[config.mk]
export PLATFORM = sky130hd
export DESIGN_NAME = writeback_buffer
export DESIGN_NICKNAME = d
export VERILOG_FILES = /design/src/rtl/wb_pkg.sv /design/src/rtl/wb_entry_fifo.sv /design/src/rtl/writeback_buffer.sv
export SDC_FILE = /design/constraint.sdc
export NUM_CORES = 1
export LEC_CHECK = 0
export ABC_AREA = 1
export CAP_MARGIN = 20
export CORE_MARGIN = 3
export CORE_UTILIZATION = 30
export DETAILED_ROUTE_END_ITERATION = 10
export MAX_ROUTING_LAYER = met4
export PLACE_DENSITY = 0.6
export SETUP_SLACK_MARGIN = 0.4
export SYNTH_ARGS = -nofsm -noshare
export SYNTH_HDL_FRONTEND = slang
export SYNTH_SLANG_ARGS = --single-unit
[constraint.sdc]
create_clock -name clk -period 12.1 [get_ports clk]
set_input_delay 1.21 -clock clk [delete_from_list [all_inputs] [get_ports clk]]
set_output_delay 1.21 -clock clk [all_outputs]
set_load 0.05 [all_outputs]
[src/rtl/wb_pkg.sv]
// Shared types and helpers for the posted write-back buffer between the
// data cache eviction path and BRAM port B.
package wb_pkg;
  localparam int BLOCK_BITS        = 128;
  localparam int WORD_BITS         = 32;
  localparam int WORDS_PER_BLOCK   = 4;
  // Entry address field is sized for the widest supported memory; narrower
  // configurations zero-extend so stored and probed addresses stay comparable.
  localparam int MAX_BLK_ADDR_BITS = 28;

  typedef enum logic {
    IDLE  = 1'b0,
    DRAIN = 1'b1
  } wb_state_e;

  typedef struct packed {
    logic                         valid;
    logic [MAX_BLK_ADDR_BITS-1:0] addr;
    logic [BLOCK_BITS-1:0]        data;
  } wb_entry_t;

  function automatic logic [WORD_BITS-1:0] block_word(input logic [BLOCK_BITS-1:0] blk,
                                                      input logic [1:0]            k);
    return blk[WORD_BITS*k +: WORD_BITS];
  endfunction
endpackage

[src/rtl/wb_entry_fifo.sv]
// Block storage for the write-back buffer: FIFO pointers, occupancy flags
// and the address lookup used by the refill path.
module wb_entry_fifo
  import wb_pkg::*;
#(
  parameter int ADDR_BITS = 12,
  parameter int DEPTH     = 2
) (
  input  logic                  clk,
  input  logic                  nrst,
  input  logic                  push,
  input  logic [ADDR_BITS-5:0]  push_addr,
  input  logic [BLOCK_BITS-1:0] push_block,
  input  logic                  pop,
  output logic                  full,
  output logic                  empty,
  output logic                  overflow,
  output logic                  head_valid,
  output logic [ADDR_BITS-5:0]  head_addr,
  output logic [BLOCK_BITS-1:0] head_block,
  output logic                  next_valid,
  output logic [ADDR_BITS-5:0]  next_addr,
  output logic [BLOCK_BITS-1:0] next_block,
  input  logic [ADDR_BITS-5:0]  lookup_addr,
  output logic                  lookup_hit,
  output logic [BLOCK_BITS-1:0] lookup_block
);
  localparam int PTR_W = $clog2(DEPTH);
  localparam int CNT_W = $clog2(DEPTH + 1);
  localparam int BA_W  = ADDR_BITS - 4;

  wb_entry_t        entries [DEPTH];
  logic [PTR_W-1:0] rd_ptr, wr_ptr, nxt_ptr, idx;
  logic [CNT_W-1:0] count, count_nxt;
  logic             push_ok;

  assign push_ok = push && !full;
  assign nxt_ptr = rd_ptr + PTR_W'(1);

  always_comb begin
    count_nxt = count;
    if (push_ok && !pop)
      count_nxt = count + CNT_W'(1);
    else if (!push_ok && pop)
      count_nxt = count - CNT_W'(1);
  end

  always_ff @(posedge clk) begin
    if (!nrst) begin
      for (int i = 0; i < DEPTH; i++)
        entries[i].valid <= 1'b0;
      rd_ptr   <= '0;
      wr_ptr   <= '0;
      count    <= '0;
      full     <= 1'b0;
      empty    <= 1'b1;
      overflow <= 1'b0;
    end else begin
      if (pop) begin
        entries[rd_ptr].valid <= 1'b0;
        rd_ptr                <= nxt_ptr;
      end
      if (push_ok) begin
        entries[wr_ptr] <= '{valid: 1'b1,
                             addr:  MAX_BLK_ADDR_BITS'(push_addr),
                             data:  push_block};
        wr_ptr          <= wr_ptr + PTR_W'(1);
      end
      // A push against a full buffer is lost even if a pop frees a slot now.
      if (push && full)
        overflow <= 1'b1;
      count <= count_nxt;
      full  <= (count_nxt == CNT_W'(DEPTH));
      empty <= (count_nxt == '0);
    end
  end

  assign head_valid = entries[rd_ptr].valid;
  assign head_addr  = entries[rd_ptr].addr[BA_W-1:0];
  assign head_block = entries[rd_ptr].data;
  assign next_valid = entries[nxt_ptr].valid;
  assign next_addr  = entries[nxt_ptr].addr[BA_W-1:0];
  assign next_block = entries[nxt_ptr].data;

  // Walk oldest to newest starting at wr_ptr so the newest match wins.
  always_comb begin
    lookup_hit   = 1'b0;
    lookup_block = '0;
    idx          = '0;
    for (int j = 0; j < DEPTH; j++) begin
      idx = wr_ptr + PTR_W'(j);
      if (entries[idx].valid &&
          entries[idx].addr == MAX_BLK_ADDR_BITS'(lookup_addr)) begin
        lookup_hit   = 1'b1;
        lookup_block = entries[idx].data;
      end
    end
  end
endmodule

[src/rtl/writeback_buffer.sv]
// Posted write-back buffer: takes whole dirty blocks in one cycle and drains
// them to BRAM port B as four word writes, in FIFO order.
module writeback_buffer
  import wb_pkg::*;
#(
  parameter int ADDR_BITS = 12,
  parameter int DEPTH     = 2
) (
  input  logic                  clk,
  input  logic                  nrst,
  input  logic                  i_push,
  input  logic [ADDR_BITS-5:0]  i_push_addr,
  input  logic [BLOCK_BITS-1:0] i_push_block,
  output logic                  o_full,
  output logic                  o_empty,
  output logic                  o_overflow,
  input  logic                  i_ready_mm,
  output logic [3:0]            o_mem_we,
  output logic [ADDR_BITS-1:0]  o_mem_addr,
  output logic [WORD_BITS-1:0]  o_mem_data,
  input  logic [ADDR_BITS-5:0]  i_lookup_addr,
  output logic                  o_lookup_hit,
  output logic [BLOCK_BITS-1:0] o_lookup_block
);
  localparam logic [1:0] LAST_WORD = 2'(WORDS_PER_BLOCK - 1);

  wb_state_e             state;
  logic [1:0]            k;
  logic                  pop;
  logic                  head_valid, next_valid;
  logic [ADDR_BITS-5:0]  head_addr, next_addr;
  logic [BLOCK_BITS-1:0] head_block, next_block;

  wb_entry_fifo #(
    .ADDR_BITS (ADDR_BITS),
    .DEPTH     (DEPTH)
  ) u_fifo (
    .clk          (clk),
    .nrst         (nrst),
    .push         (i_push),
    .push_addr    (i_push_addr),
    .push_block   (i_push_block),
    .pop          (pop),
    .full         (o_full),
    .empty        (o_empty),
    .overflow     (o_overflow),
    .head_valid   (head_valid),
    .head_addr    (head_addr),
    .head_block   (head_block),
    .next_valid   (next_valid),
    .next_addr    (next_addr),
    .next_block   (next_block),
    .lookup_addr  (i_lookup_addr),
    .lookup_hit   (o_lookup_hit),
    .lookup_block (o_lookup_block)
  );

  // The last word of the head block completes this cycle.
  assign pop = (state == DRAIN) && i_ready_mm && (k == LAST_WORD);

  always_ff @(posedge clk) begin
    if (!nrst) begin
      state      <= IDLE;
      k          <= 2'd0;
      o_mem_we   <= 4'h0;
      o_mem_addr <= '0;
      o_mem_data <= '0;
    end else begin
      case (state)
        IDLE: begin
          o_mem_we <= 4'h0;
          if (head_valid) begin
            state      <= DRAIN;
            k          <= 2'd0;
            o_mem_we   <= 4'hF;
            o_mem_addr <= {head_addr, 2'd0, 2'b00};
            o_mem_data <= block_word(head_block, 2'd0);
          end
        end
        DRAIN: begin
          if (i_ready_mm) begin
            if (k == LAST_WORD) begin
              k <= 2'd0;
              // Chain straight into the next block without an idle bubble.
              if (next_valid) begin
                o_mem_addr <= {next_addr, 2'd0, 2'b00};
                o_mem_data <= block_word(next_block, 2'd0);
              end else begin
                state    <= IDLE;
                o_mem_we <= 4'h0;
              end
            end else begin
              k          <= k + 2'd1;
              o_mem_addr <= {head_addr, k + 2'd1, 2'b00};
              o_mem_data <= block_word(head_block, k + 2'd1);
            end
          end
        end
        default: begin
          state    <= IDLE;
          o_mem_we <= 4'h0;
        end
      endcase
    end
  end
endmodule

Figure 1. Sequential cells colored by netlist name.
Other sequential cells in the stronger gray, the rest of the logic in the fainter gray.
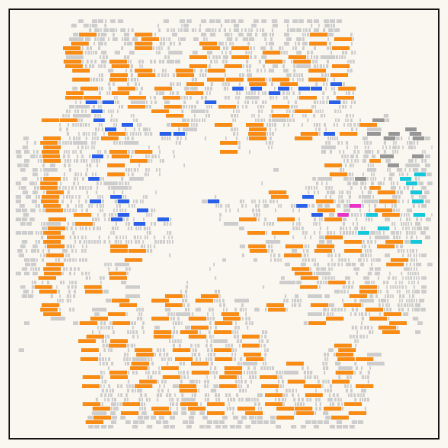
name in the netlist	color	sequential cells
u_fifo.entries	orange	274
o_mem_data	blue	32
k	magenta	2
o_mem_addr	cyan	10
flop share of the area: 38.5%
Sequential cell area: 9320 um2
sequential power: 1.35 mW

Figure 2. Pin placement.
Pins as bars across the die edge, other pins in gray.
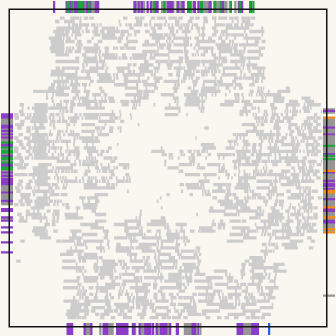
port	color	pins	direction	edge
o_mem_data	green	32	output	20 top, 9 left, 3 right
i_lookup_addr	orange	8	input	right
i_push_block	purple	128	input	45 bottom, 40 top, 29 left, 14 right
o_lookup_hit	blue	1	output	bottom
all pins by edge	98 top, 92 bottom, 74 right, 64 left
vertical die size: 258 um
input/output buffers: 325

[cell families (layout without fill, tap and decap cells)]
group           count (synthesis)  after routing  synth area share [%]
simple gates                 1140           1140                  24.3
compound gates                669            669                  17.6
buf+inv                       430            659                  9.16
flops                         329            329                  48.7
xor+xnor                        2              2                0.0917
fa+ha+maj                       1              1                0.0655
other cells                     1              8                0.0196
[cell type report]
class / count / area share (%)
multi-input combinational: 1814 / 33.5
tap: 837 / 4.33
clock buffer: 52 / 4.67
timing repair buffer: 352 / 14.4
clock inverter: 23 / 0.885
sequential: 329 / 38.5
antenna: 6 / 0.0621
inverter: 232 / 3.64
[power breakdown]
| part | switching, mW | internal [mW] | leakage, nW |
|---|---|---|---|
| logic | 0.498 | 0.204 | 6.22 |
| clock network | 0.502 | 0.745 | 0.668 |
| registers | 0.0504 | 1.30 | 2.97 |
==> reports/README.md <==
| Parameter | Value |
| --- | --- |
| Summed area of non-filler cells in the final layout | 24,200 um2 |
| Io pins | 328 |
| Setup TNS | 0 ps |
| Endpoint of the worst-slack reg-to-reg timing path | o_mem_data[23] |
| Critical path endpoint category | primary output |
| Ratio of cells with drive above 1 in the final layout | 3.96% |
| Number of buffers added by the clock tree synthesis step | 41 |
| Chip Area, Yosys | 19,100 um2 |
| Final max-slew violation count | 0 |
| Async set or reset register ratio after synthesis | 0% |
| Clock tree root buffer cell | sky130_fd_sc_hd__clkbuf_16 |
| Start point of the worst min-delay path | o_mem_addr[10] |
| Top cells by area | sky130_fd_sc_hd__edfxtp_1, sky130_fd_sc_hd__nand2_1, sky130_fd_sc_hd__o21ai_0 |
| Count of tool warnings | 30 |
| First-pass GRT wire length | 110,000 um |
| Hold Buf Count CTS | 0 |
| Detailed placement HPWL | 50,200 um |
| Total of endpoints with negative setup slack in the final report | 0 |
| Count of buffer and inverter cells on the critical path | 5 |
| Uppermost routed layer | met4 |
| Max-cap check violation count | 0 |
| Final core occ | 38.8% |
| Die footprint | 66,700 um2 |
| Data required time of the worst path | 10,890 ps |
| Unrepaired setup endpoints after global routing | false |
| Maximum clock frequency | 0.154 GHz |
| Number of filler cells placed in the layout | 6,507 |
| Met2 track demand over resource | 35.0% |
| Deepest clock path buffer count | 3 |
| Placed inst area | 22,800 um2 |
| Number of setup buffers added after CTS | 0 |
| Hold Path Depth | 2 |
| Fp util | 30.6% |
| Setup slack of the most critical reg-to-reg path | 8550 ps |
| Global-route track usage on met1 | 30.6% |
| Setup WS pre-CTS | 6190 ps |
| Peak supply drop | 0.0817 mV |
| Post-route met1 wirelength | 32,900 um |
| Global-route congestion overflow total | 0 |
| Type of element launching the critical path | register |
| Syn_area_per_cell | 7.43 um2 |
| Family with the most delay on the worst path | buffers and inverters |
| Cell depth of the worst setup path | 12 |
| Comb area | 8110 um2 |
| CTS tree | built |
| Slew Limit Headroom | 31.9% |
| Detail Route Antenna Nets | 0 |
| Result of the run | completed |
| CTS HTree Levels | 2 |
| Final hold viol count | 0 |
Power and IR drop assume default switching activity.
